Design mem_store_unit, sky130hd; sources not shown.
==> run_1/ff_map.png <==
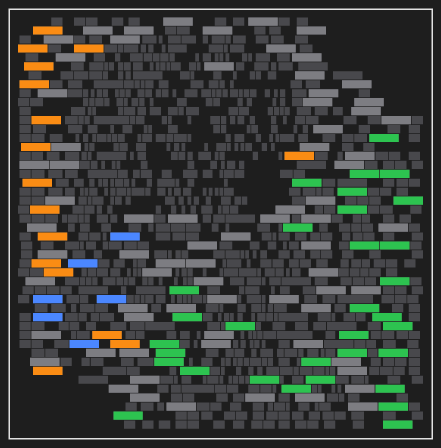
- `r_offset`: orange (sequential cells 16)
- `mem_addr`: blue (sequential cells 6)
- `mem_din`: green (sequential cells 32)
register area: 3150 um^2
Seq/total area: 30.8%
seq pwr: 1.59 mW

==> run_1/port_trees.png <==
The bar under the picture is 50 um long.
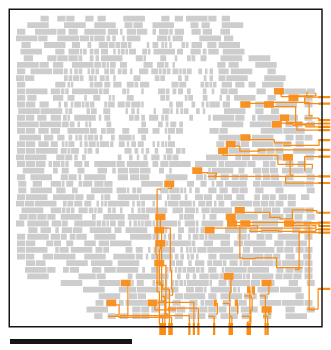
- `store_data`: orange (bits 32; direction input; end cells 32; buffers 32; wire 1140 um)
I/O Buffers: 158
IO Count: 159

==> run_1/m1.png <==
Supply wires on this layer in gray.
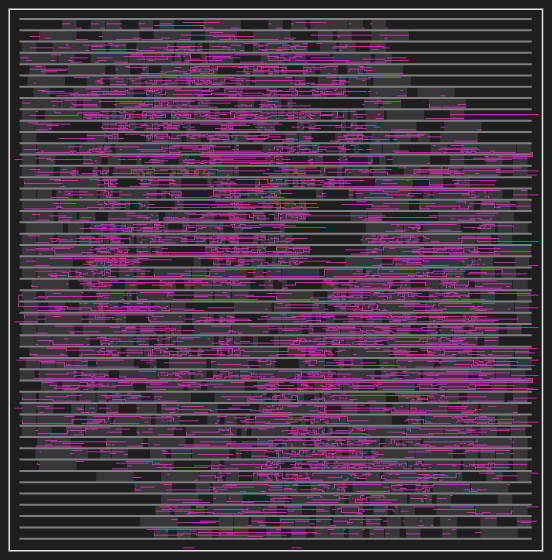
- main direction: horizontal
- nets with wire on the layer: 979
DR vias: 7018
final wirelength: 22800 um
met1 Use GR: 37.5%

==> run_1/m2.png <==
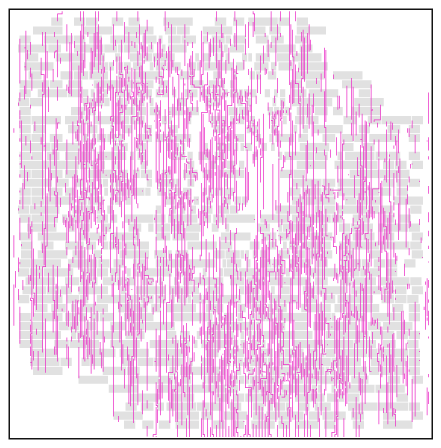
- share of all routed wire: 47%
- wire length on this layer: 10700 um
- nets with wire on the layer: 974
- main direction: vertical
- longest straight run: 59.7 um
met2 GRT Util: 46.0%

==> impl_metrics.json, run 1 <==
{
  "status": "finished, final reports clean",
  "numCtsBuffers": 17,
  "holdPathStages": 1,
  "drv_slew": 0,
  "drive_above_1_share_pct": 17.2,
  "fillCellCount": 1256,
  "pre_cts_ws_ns": 1.08,
  "synthAdderAreaFrac_pct": 6.06,
  "whs_ns": 0.488,
  "rsz0062_at_grt": "false",
  "placed_cell_area_um2": 9630,
  "dominant-cell-class": "logic gates",
  "critPathBufInv": 3,
  "max_stage_delay_ns": 0.78,
  "r2r_cells": 14,
  "overflow": 0,
  "grt_pass1_wl_um": 36000,
  "wl_met2_um": 10700,
  "enable_flop_cells": 0,
  "fin_area_um2": 10300,
  "mux_share_pct": 16.1,
  "power_frac_comb_pct": 57.9,
  "dp_cells": 1107,
  "mostFrequentLayoutCells": "clkdlybuf4s50_1, dfrtp_1, mux2_2",
  "syn_nets": 910,
  "endpoint_kind": "flip-flop",
  "drtAntennaViolNets": 0,
  "flop-count": 126,
  "crit_fanout": 18,
  "swShare_pct": 45.0,
  "buffer_area_share_pct": 17.8,
  "syn_avg_cell_area_um2": 10.3,
  "ys_sh_aoi_pct": 20.7,
  "r2r_slack_ns": 0.97,
  "highest_layer": "met4",
  "ys_types": 71,
  "num-multi-input-gates": 564,
  "synth-area-yosys_um2": 7770,
  "clock-root-buffer": "clkbuf_16",
  "log.warning_count": 30,
  "buffers": 198,
  "grt_pass1_vias": 6783,
  "finalCriticalPeriod_ns": 4.43,
  "drt_iter0_markers": 529,
  "crit_required_ns": 5.69,
  "powerDensity_nw_per_um2": 645,
  "grt_usage_pct": 27.9
}
==> run 1: cells in the mapped netlist, types with 9 or more instances <==
| master | instances |
|---|---|
| nor2_1 | 54 |
| o21a_1 | 9 |
| a22o_1 | 9 |
| ha_1 | 36 |
| nand3_1 | 12 |
| mux2_2 | 92 |
| a221oi_1 | 14 |
| nand4_1 | 14 |
| nand2_1 | 49 |
| o21ai_0 | 43 |
| nor3_1 | 10 |
| dfrtp_1 | 126 |
| inv_1 | 25 |
| clkbuf_1 | 20 |
| a21oi_1 | 47 |
| mux2i_1 | 15 |
| buf_2 | 10 |
| a221o_1 | 16 |
| a211oi_1 | 18 |
==> run 1: layer usage <==
metal / track usage (%) / vias up
li1: - / 3234
met1: 37.5 / 3433
met2: 46.0 / 323
met3: 5.90 / 28
met4: 7.69 / 0
met5: 0 / -
==> run 2, diff against run 1 <==
--- a/config.mk
+++ b/config.mk
@@ -5,11 +5,11 @@
 export SDC_FILE = /design/constraint.sdc
 export NUM_CORES = 1
 export LEC_CHECK = 0
-export CORE_AREA = 2 2 126 128
+export CORE_AREA = 2 2 132 134
 export DETAILED_ROUTE_END_ITERATION = 7
-export DIE_AREA = 0 0 128 130
+export DIE_AREA = 0 0 134 136
 export GPL_TIMING_DRIVEN = 0
-export PLACE_DENSITY = 0.79
+export PLACE_DENSITY = 0.76
 export SLEW_MARGIN = 20
 export SYNTH_ARGS = -nofsm -noshare
 export SYNTH_HDL_FRONTEND = slang
==> constraint.sdc (replaced) <==
create_clock -name clk -period 3.7 [get_ports clk]
set_input_delay 0.74 -clock clk [delete_from_list [all_inputs] [get_ports clk]]
set_output_delay 0.74 -clock clk [all_outputs]
set_load 0.05 [all_outputs]
==> run 2 against run 1 <==
Net effect: the flow now finishes with violations (setup timing); count of clock-buffer cells in the layout fell by 2; sequential power increased by 45%; largest cell class unchanged; cell count grew 4.8%; worst setup slack worse by 1.2 ns; clock skew grew 0.0028 ns; sequential share of layout area down 1.6 points; hold slack improved by 0.0017 ns; synthesized cell count stayed put; utilization shrank 2.2 points.
==> impl_metrics.json, run 2 <==
{
  "status": "complete, but fails checks",
  "violations": "setup timing",
  "syn_nets": 910,
  "r2r_slack_ns": -0.27,
  "pre_cts_ws_ns": -0.809,
  "p_leak_nw": 4.51,
  "highest_layer": "met4",
  "buffers": 219,
  "seq_area_share_pct": 29.1,
  "log.warning_count": 32,
  "drv_slew": 0,
  "overflow": 0,
  "crit_required_ns": 3.99,
  "syn_avg_cell_area_um2": 10.3,
  "num-multi-input-gates": 564,
  "busiest_layer": "met2",
  "r2r_cells": 14,
  "use_met3_pct": 3.84,
  "grt_pass1_wl_um": 36700,
  "setup_viol": 40,
  "buffer_area_share_pct": 19.2,
  "wl_met2_um": 11400,
  "drtAntennaViolNets": 0,
  "holdPathStages": 1,
  "grt_pass1_vias": 6817,
  "drive_above_1_share_pct": 24.0,
  "max_stage_delay_ns": 0.50,
  "endpoint_kind": "flip-flop",
  "enable_flop_cells": 0,
  "clock-root-buffer": "clkbuf_16",
  "grt_usage_pct": 26.0,
  "mostFrequentLayoutCells": "clkdlybuf4s50_1, dfrtp_1, mux2_2",
  "whs_ns": 0.490,
  "fillCellCount": 1335,
  "ys_types": 71,
  "rsz0062_at_grt": "true",
  "seq_area_um2": 3160,
  "ys_sh_aoi_pct": 20.7,
  "fin_area_um2": 10800,
  "numCtsBuffers": 17,
  "synth-area-yosys_um2": 7770,
  "setup_ws_ns": -0.271,
  "synth_top_cell_by_count": "dfrtp_1",
  "io-pin-count": 159,
  "flop-count": 126,
  "crit_fanout": 5
}
run 2: worst max-delay path: cells and delay by family, from the launching register on:
family / cells / cell delay (ns)
DFF: 1 / 0.42
buffers and inverters: 2 / 0.26
adders and majority gates: 2 / 0.55
and+or+nand+nor: 5 / 1.33
AOI/OAI and AO/OA: 5 / 1.28
run 2: what timing repair did:
item,4_1_cts,5_1_grt
cloned,1,0
setup buffers,16,6
endpoints found under the setup margin,42,40
gates resized,44,35
pin swaps,24,24
run 2: where the power goes:
group          total (mW)  switching [mW]  leakage [nW]  internal (mW)
clock                1.81           0.674         0.309           1.14
combinational        6.31            3.63          2.65           2.68
sequential           2.31           0.442          1.55           1.87
==> run_2/port_trees.png <==
The bar under the picture is 50 um long.
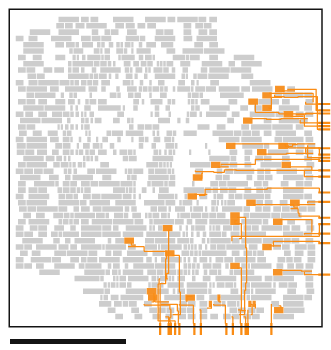
- `store_data`: orange (bits 32; direction input; end cells 32; buffers 32; wire 1030 um)

==> run_2/m2.png <==
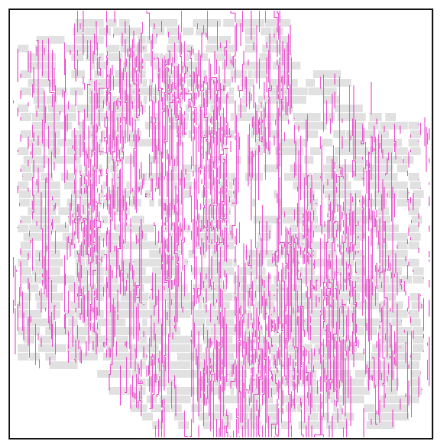
- wire length on this layer: 11400 um
- nets with wire on the layer: 987
- share of all routed wire: 48%
- main direction: vertical
final wirelength: 23800 um
met2 GRT Util: 43.4%
DR vias: 7074

==> run_2/m1.png <==
Supply wires on this layer in gray.
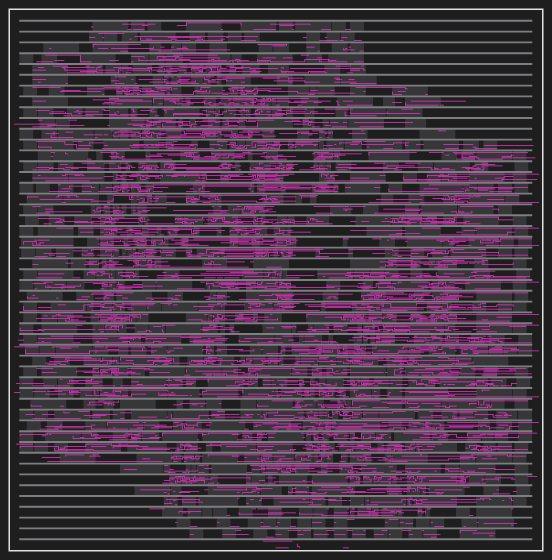
- wire length on this layer: 10400 um
- share of all routed wire: 44%
- main direction: horizontal
- longest straight run: 42.8 um
met1 Use GR: 34.4%

Power and IR drop assume default switching activity.
